<file path="src/rtl/ha_serial_add_ctrl.sv">
// Bit-serial WIDTH-bit adder that reuses a single half adder twice per bit.
// Latency 2*WIDTH+1 cycles from start to done; start is ignored while busy (no queueing).

module Half_Adder (
  input  logic a,
  input  logic b,
  output logic sum,
  output logic ca
);
  assign sum = a ^ b;
  assign ca  = a & b;
endmodule

module ha_serial_add_ctrl #(
  parameter int WIDTH = 8
) (
  input  logic             clk,
  input  logic             rst,
  input  logic             start,
  input  logic [WIDTH-1:0] A,
  input  logic [WIDTH-1:0] B,
  input  logic             Cin,
  output logic             busy,
  output logic             done,
  output logic [WIDTH-1:0] Sum,
  output logic             Cout
);
  localparam int IW = $clog2(WIDTH);

  typedef enum logic [1:0] {IDLE, P1, P2, DONE} state_t;

  state_t           state, state_nxt;
  logic [WIDTH-1:0] op_a, op_b, result, res_nxt;
  logic [IW-1:0]    idx;
  logic             carry, s1, c1;
  logic             ha_a, ha_b, ha_sum, ha_ca;
  logic             last_bit;

  Half_Adder u_ha (
    .a   (ha_a),
    .b   (ha_b),
    .sum (ha_sum),
    .ca  (ha_ca)
  );

  assign last_bit = (idx == IW'(WIDTH - 1));

  always_ff @(posedge clk) begin
    if (rst) state <= IDLE;
    else     state <= state_nxt;
  end

  // P1 adds the operand bits; P2 folds the running carry into that partial sum.
  always_comb begin
    state_nxt = state;
    busy      = 1'b0;
    done      = 1'b0;
    ha_a      = 1'b0;
    ha_b      = 1'b0;
    case (state)
      IDLE: if (start) state_nxt = P1;
      P1: begin
        busy      = 1'b1;
        ha_a      = op_a[idx];
        ha_b      = op_b[idx];
        state_nxt = P2;
      end
      P2: begin
        busy      = 1'b1;
        ha_a      = s1;
        ha_b      = carry;
        state_nxt = last_bit ? DONE : P1;
      end
      DONE: begin
        done      = 1'b1;
        state_nxt = IDLE;
      end
      default: state_nxt = IDLE;
    endcase
  end

  always_comb begin
    res_nxt      = result;
    res_nxt[idx] = ha_sum;
  end

  // Outputs are loaded on the edge into DONE so they are valid alongside done.
  always_ff @(posedge clk) begin
    if (rst) begin
      op_a   <= '0;
      op_b   <= '0;
      result <= '0;
      idx    <= '0;
      carry  <= 1'b0;
      s1     <= 1'b0;
      c1     <= 1'b0;
      Sum    <= '0;
      Cout   <= 1'b0;
    end else begin
      case (state)
        IDLE: begin
          if (start) begin
            op_a   <= A;
            op_b   <= B;
            carry  <= Cin;
            idx    <= '0;
            result <= '0;
          end
        end
        P1: begin
          s1 <= ha_sum;
          c1 <= ha_ca;
        end
        P2: begin
          result <= res_nxt;
          carry  <= c1 | ha_ca;
          if (last_bit) begin
            Sum  <= res_nxt;
            Cout <= c1 | ha_ca;
          end else begin
            idx <= idx + IW'(1);
          end
        end
        default: ;
      endcase
    end
  end
endmodule

</file>
<file path="config.mk">
export PLATFORM = sky130hd
export DESIGN_NAME = ha_serial_add_ctrl
export DESIGN_NICKNAME = d
export VERILOG_FILES = /design/src/rtl/ha_serial_add_ctrl.sv
export SDC_FILE = /design/constraint.sdc
export NUM_CORES = 1
export LEC_CHECK = 0
export CAP_MARGIN = 20
export CORE_UTILIZATION = 65
export CTS_BUF_LIST = sky130_fd_sc_hd__clkbuf_8 sky130_fd_sc_hd__clkbuf_16
export DETAILED_ROUTE_END_ITERATION = 12
export DONT_BUFFER_PORTS = 1
export PLACE_DENSITY = 0.85
export SYNTH_ARGS = -nofsm -noshare
export SYNTH_HDL_FRONTEND = slang
export SYNTH_SLANG_ARGS = --single-unit
</file>
<file path="constraint.sdc">
create_clock -name clk -period 4.85 [get_ports clk]
set_clock_uncertainty 0.05 [all_clocks]
set_input_delay 1.2125 -clock clk [delete_from_list [all_inputs] [get_ports clk]]
set_output_delay 1.2125 -clock clk [all_outputs]
set_load 0.01 [all_outputs]
</file>
### Clock wiring as the flow saved it, run 1

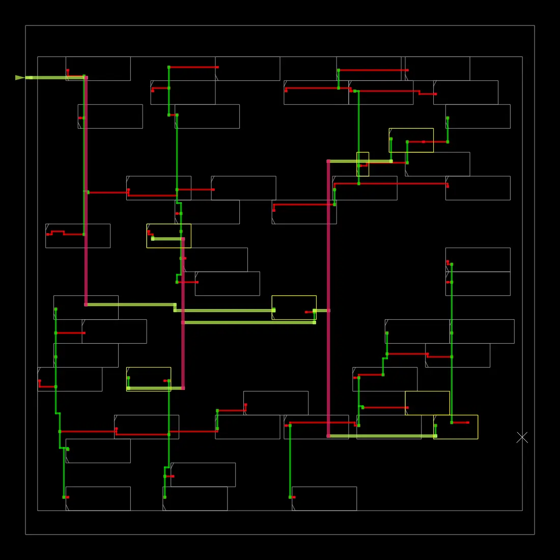
CTS Buf Count: 5
Num Clock Sinks: 41

### Sequential cells coloured by netlist name, run 1

Scale bar: 20 um. Other sequential cells in the stronger grey, the rest of the logic in the fainter grey.
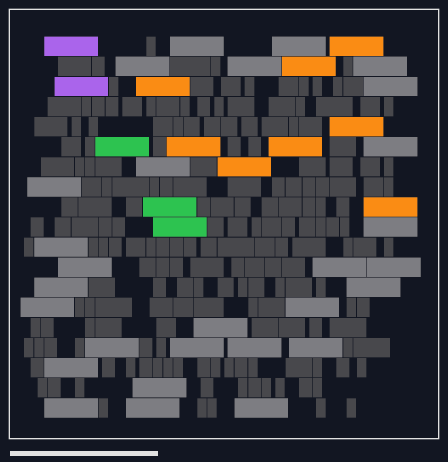
`idx` -> green  # placed flops 3
`result` -> orange  # placed flops 8
`state` -> purple  # placed flops 2
not coloured = 28
Seq/total area: 40.3%
sequential power: 365 uW
post-layout util: 71.4%
register area: 821 um2

### Routed metal, one colour a layer, run 1

Scale bar: 20 um.
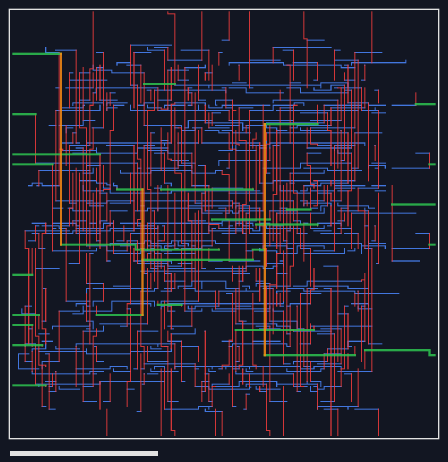
metal 2 -> red  # wire length 1960 um
metal 3 -> green  # wire length 180 um
metal 1 -> blue  # wire length 1730 um
metal 4 -> orange  # wire length 74.1 um

==> results.cfg, run 1 <==
; generated from flow reports
[cells_and_area]
final_nets = 259
fillCellCount = 220
synthToLayoutAreaGrowth_pct = 0.123
logic_area_um2 = 1070
final_cells = 262
diodes = 0
layout-drive-gt1-share_pct = 5.19

[place]
hpwlAfterDp_um = 2690
gp_congestion = 0.851
io_buffers = 0
placed_cells = 255

[die]
die_w_um = 58.0
die-height_um = 58.0
rows = 19
core_um2 = 2850
chipArea_um2 = 3360
io_pins = 31
fp_util_pct = 71.4

[global_routing]
track_usage_pct = 25.9
grt_pass1_wl_um = 6560
grt_overflow = 0
grt_max_degree = 42
antenna_found_initial = 0
grt_pass1_vias = 1521

[synth]
synth_top_area_share_pct = 40.3
synth.distinct_cells = 39
synth_flops = 41
async_flop_share_pct = 0
syn_avg_cell_area_um2 = 8.31
syn-cell-area_um2 = 2040
yosysCellCount = 245
synthTopCellsByCount = dfxtp_1 (41), nand2_1 (41), a21oi_1 (28)
ys.flop_type = dfxtp_1
yosysWarnings = 0
area_leaders = dfxtp_1 (40%), nand2_1 (7.6%), a21oi_1 (6.9%)
synth_cells = 245
synth_seq_share_pct = 40.3
ys_area_um2 = 2040
top_area_cell = dfxtp_1
synth-edff-count = 0

[sta]
hold_violations = 0
setup_tns_ps = 0
fin_crit_ps = 2740
finalSetupViolations = 0
slew_viol_final = 0
rsz0062_at_grt = false
worstMarginPinSlew_ps = 1080
max_freq_mhz = 365
maxSlewHeadroom_pct = 25.9
post-route-period-util_pct = 56.5

[power_and_ir_drop]
finalPower_uw = 683
total_leakage_power_nw = 0.764
p_seq_share_pct = 53.5
vdd_drop_max_uv = 221
p_sw_uw = 184
p_int_uw = 498
swShare_pct = 27.0
p_clk_share_pct = 32.3
p_comb_share_pct = 14.2
power_density_nw_per_um2 = 335

[worst_setup_path]
reg2reg_slack_ps = 2110
crit_type = flip-flop to flip-flop
worstPathArrival_ps = 2930
critPathRequiredTime_ps = 5040
end_kind = flip-flop
crit_fanout = 23
start_kind = flip-flop

[routing]
routed_via_density = 6.17
post_drt_wl_per_cell_um = 15.0
drc = 1
ant_nets = 0
via_count = 1616
drt_iter0_markers = 68
dr.pass1.iters = 8
routed_wl_um = 3940

[status]
status = finished, violations left
violations = DRC

[clock_tree]
cts_root_buffer = clkbuf_8
cts-resized-gates = 0
ctsLongestPathBuffers = 2
hold_buffers = 0
clk_latency_ps = 300
h-tree-depth = 2
postCtsSetupRepairBufs = 0
cts.clk_slew.worst_paths_ps = 70

[job]
warning_count = 30
cap_violations = 0

[worst_hold_path]
holdCritPathClass = flip-flop to flip-flop
run 1: critical path, cell delays in order (launching register included):
cell	delay, ps
dfxtp_1	780
nor2_1	140
a31oi_1	190
o211ai_1	120
a31o_2	280
ha_1	470
nand3_1	190
or2_2	340
a21oi_1	130
run 1: cells in the final DEF, fill, tap and decap left out, types with 4 or more instances in the layout:
cell / count
dfxtp_1: 41
nand2_1: 41
a21oi_1: 28
nor2_1: 23
mux2i_1: 13
a211oi_1: 9
ha_1: 8
o21ai_0: 7
nand3_1: 7
inv_1: 6
and3_1: 6
clkbuf_8: 6
nand3b_1: 4
run 1: power groups by stage:
stage / sequential (mW) / combinational [mW] / clock (mW)
floorplan: 0.368 / 0.0883 / 0
global placement: 0.372 / 0.0904 / 0
detailed placement: 0.373 / 0.0962 / 0
CTS: 0.365 / 0.0968 / 0.221
global route: 0.367 / 0.109 / 0.235
finish: 0.365 / 0.0968 / 0.221
run 1: kinds of logic after synthesis:
kind of cell             Yosys count  share of synthesized area, %
AND-OR/OR-AND                     62                          19.1
adder cells (fa/ha/maj)            8                          4.92
buffers and inverters             26                          6.95
flip-flops                        41                          40.3
multiplexers                      13                          6.39
AND/OR/NAND/NOR                   95                          22.3
run 1: area by class of cell:
| cell class | instances | area share [%] |
|---|---|---|
| Multi-Input combinational cell | 178 | 52.7 |
| Clock inverter | 1 | 0.184 |
| Tap cell | 31 | 1.90 |
| Sequential cell | 41 | 40.3 |
| Clock buffer | 6 | 4.05 |
| Inverter | 5 | 0.921 |
run 1: through the flow:
stage | hold slack [ps] | setup WS (ps) | instance area (um2) | util, %
global placement | 390 | 2240 | 1950 | 68.4
finish | 404 | 2110 | 2040 | 71.4
CTS | 406 | 2100 | 2040 | 71.4
floorplan | 382 | 2460 | 2040 | -
global route | 425 | 1860 | 2040 | 71.4
detailed placement | 395 | 2120 | 1950 | 68.4
run 1: final timing paths:
check,from,to,cells after the start
max,idx[0],result[3],8
min,op_b[1],op_b[1],2
max reg2reg,idx[0],result[3],8
min reg2reg,op_b[1],op_b[1],2
run 1: registers in the layout (all words and copies together) (netlist names):
name / count
c1: 1
s1: 1
state: 2
idx: 3
Cout: 1
result: 8
Sum: 8
op_a: 8
op_b: 8
carry: 1
run 1: metal layers:
| metal | wire [um] | vias to the layer above | GRT usage, % |
|---|---|---|---|
| li1 | - | 820 | - |
| met1 | 1730 | 754 | 30.3 |
| met2 | 1960 | 34 | 43.7 |
| met3 | 180 | 8 | 7.37 |
| met4 | 74 | 0 | 12.2 |
| met5 | 0 | - | 0 |
==> run 2, diff against run 1 <==
--- a/config.mk
+++ b/config.mk
@@ -6,11 +6,11 @@
 export NUM_CORES = 1
 export LEC_CHECK = 0
 export CAP_MARGIN = 20
-export CORE_UTILIZATION = 65
+export CORE_UTILIZATION = 56
 export CTS_BUF_LIST = sky130_fd_sc_hd__clkbuf_8 sky130_fd_sc_hd__clkbuf_16
 export DETAILED_ROUTE_END_ITERATION = 12
 export DONT_BUFFER_PORTS = 1
-export PLACE_DENSITY = 0.85
+export PLACE_DENSITY = 0.78
 export SYNTH_ARGS = -nofsm -noshare
 export SYNTH_HDL_FRONTEND = slang
 export SYNTH_SLANG_ARGS = --single-unit
==> constraint.sdc (replaced) <==
create_clock -name clk -period 2.2 [get_ports clk]
set_clock_uncertainty 0.05 [all_clocks]
set_input_delay 0.55 -clock clk [delete_from_list [all_inputs] [get_ports clk]]
set_output_delay 0.55 -clock clk [all_outputs]
set_load 0.01 [all_outputs]
### Routed metal, one colour a layer, run 2

Scale bar: 20 um.
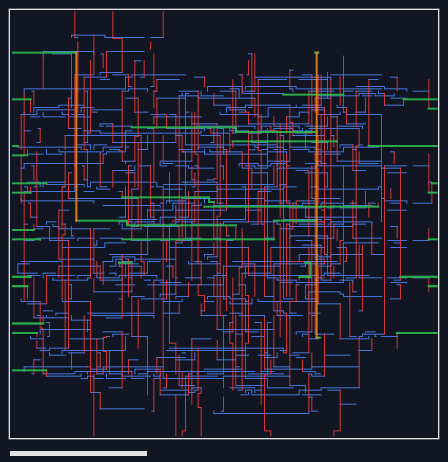
metal 4 -> orange  # wire length 66.0 um
metal 1 -> blue  # wire length 1860 um
metal 3 -> green  # wire length 227 um
metal 2 -> red  # wire length 1820 um

### Sequential cells coloured by netlist name, run 2

Scale bar: 20 um. Other sequential cells in the stronger grey, the rest of the logic in the fainter grey.
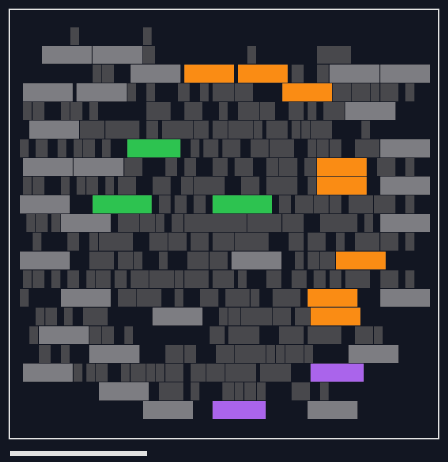
`state` -> purple  # placed flops 2
`idx` -> green  # placed flops 3
`result` -> orange  # placed flops 8

==> run 2 against run 1 <==
The run now ends clean. First-iteration DRC count grew 7.4%. Non-clock buffer count grew 16. Design area grew 8.6%. Core utilization shrank 6.6 points. Critical path depth is the same. Cell count grew 12%. Synthesized area is the same. Sequential share of layout area shrank 2.7 points. Sequential cell count is the same. Hold slack lost 140 ps. Die area grew 15%. Combinational power grew to 2.5 times the previous value. Critical path type unchanged. Critical endpoint unchanged.
==> results.cfg, run 2 <==
; generated from flow reports
[sta]
worstMarginPinSlew_ps = 531
finalSetupViolations = 0
hold_violations = 0
slew_viol_final = 0

[die]
core_um2 = 3420
die-height_um = 62.3
io_pins = 31
rows = 21
fp_util_pct = 59.6

[cells_and_area]
diodes = 0
final_cells = 294
synthToLayoutAreaGrowth_pct = 8.73
design_area_um2 = 2210
lay_top_cells = nand2_1 (41), dfxtp_1 (36), a21oi_1 (26), nor2_1 (23), buf_4 (16)
finish.utilization_pct = 64.8

[power_and_ir_drop]
p_sw_uw = 425
p_comb_share_pct = 16.2
power_density_nw_per_um2 = 686
p_clk_share_pct = 31.1

[synth]
yosysCellCount = 245
yosysWarnings = 0
synth_flops = 41
async_flop_share_pct = 0
synth_cells = 245
synth.distinct_cells = 39
area_leaders = dfxtp_1 (40%), nand2_1 (7.6%), a21oi_1 (6.9%)
ys.flop_type = dfxtp_1
ys_area_um2 = 2040
synth-edff-count = 0
synth_top_area_share_pct = 40.3

[global_routing]
grt_overflow = 0
antenna_found_initial = 0
grt_max_degree = 42
track_usage_pct = 21.9
grt_pass1_vias = 1522
grt_pass1_wl_um = 6690

[worst_hold_path]
whs_path_depth = 1

[worst_setup_path]
crit_type = flip-flop to flip-flop
critPathRequiredTime_ps = 2380
reg2regPathDepth = 8
worst_path_max_delay_cell = dfxtp_2
worstPathCellList = inv_2 > ha_1 > and3_1 > a31o_2 > ha_4 > nand3_2 > or2_2 > a21oi_1
worstPathArrival_ps = 2310

[place]
io_buffers = 0
gp_congestion = 0.821
placed_cells = 286
dpl_cell_area_um2 = 2100
hpwlAfterDp_um = 2720
dp_slack_ps = 15.8

[routing]
drt_iter0_markers = 73
drc = 0
dr.pass1.iters = 4

[job]
warning_count = 30

[clock_tree]
hold_buffers = 0
cts.sinks = 41
cts.clk_slew.worst_paths_ps = 70
clk_latency_ps = 300
numCtsBuffers = 5
ctsLongestPathBuffers = 2

[status]
status = finished, final reports clean
[run 2: cell counts after synthesis]
Identical to the previous run, type by type.
[run 2: worst max-delay path, delay by kind of cell (launching register included)]
kind                     cells  cell delay [ps]
AND-OR/OR-AND                2              370
adder cells (fa/ha/maj)      2              610
buffers and inverters        1               60
flip-flops                   1              380
AND/OR/NAND/NOR              3              590
[run 2: area by class of cell]
class                           instances  area (um2)
Fill cell                             311        1200
Timing Repair Buffer                   16         120
Sequential cell                        41         832
Clock buffer                            5        68.8
Tap cell                               46        57.6
Clock inverter                          3        13.8
Inverter                                5        18.8
Multi-Input combinational cell        178        1100
[run 2: stage by stage]
stage / hold slack, ps / total power, mW / setup TNS (ps)
after CTS: 256 / 1.53 / 0
final: 260 / 1.52 / 0
after floorplan: 382 / 1.01 / 0
after global routing: 250 / 1.59 / -3.63
after global placement: 386 / 1.06 / 0
after detailed placement: 392 / 1.06 / 0
[run 2: kinds of logic after synthesis]
family          Yosys count  synth area share, %
compound gates           62                 19.1
fa+ha+maj                 8                 4.92
buf+inv                  26                 6.95
flops                    41                 40.3
mux                      13                 6.39
simple gates             95                 22.3
[run 2: layer usage]
metal	up-vias	part of all wire, %	global-route usage, %
li1	851	-	-
met3	6	5.7	5.70
met5	-	0	0
met1	749	47	25.9
met4	0	1.6	12.2
met2	40	46	35.9
[run 2: final timing paths]
| kind | start | to | slack, ps |
|---|---|---|---|
| min | rst | Sum[1] | 260 |
| max | state[0] | result[3] | 70 |
| min reg2reg | op_b[6] | op_b[6] | 400 |
| max reg2reg | state[0] | result[3] | 70 |
[run 2: power groups by stage]
stage | logic, mW | registers [mW] | clock network, mW
after CTS | 0.243 | 0.803 | 0.483
final | 0.246 | 0.801 | 0.472
after floorplan | 0.201 | 0.813 | 0
after detailed placement | 0.242 | 0.820 | 0
after global placement | 0.238 | 0.819 | 0
after global routing | 0.272 | 0.805 | 0.510
Power figures rest on the tool's default switching activity, not on a simulated workload.
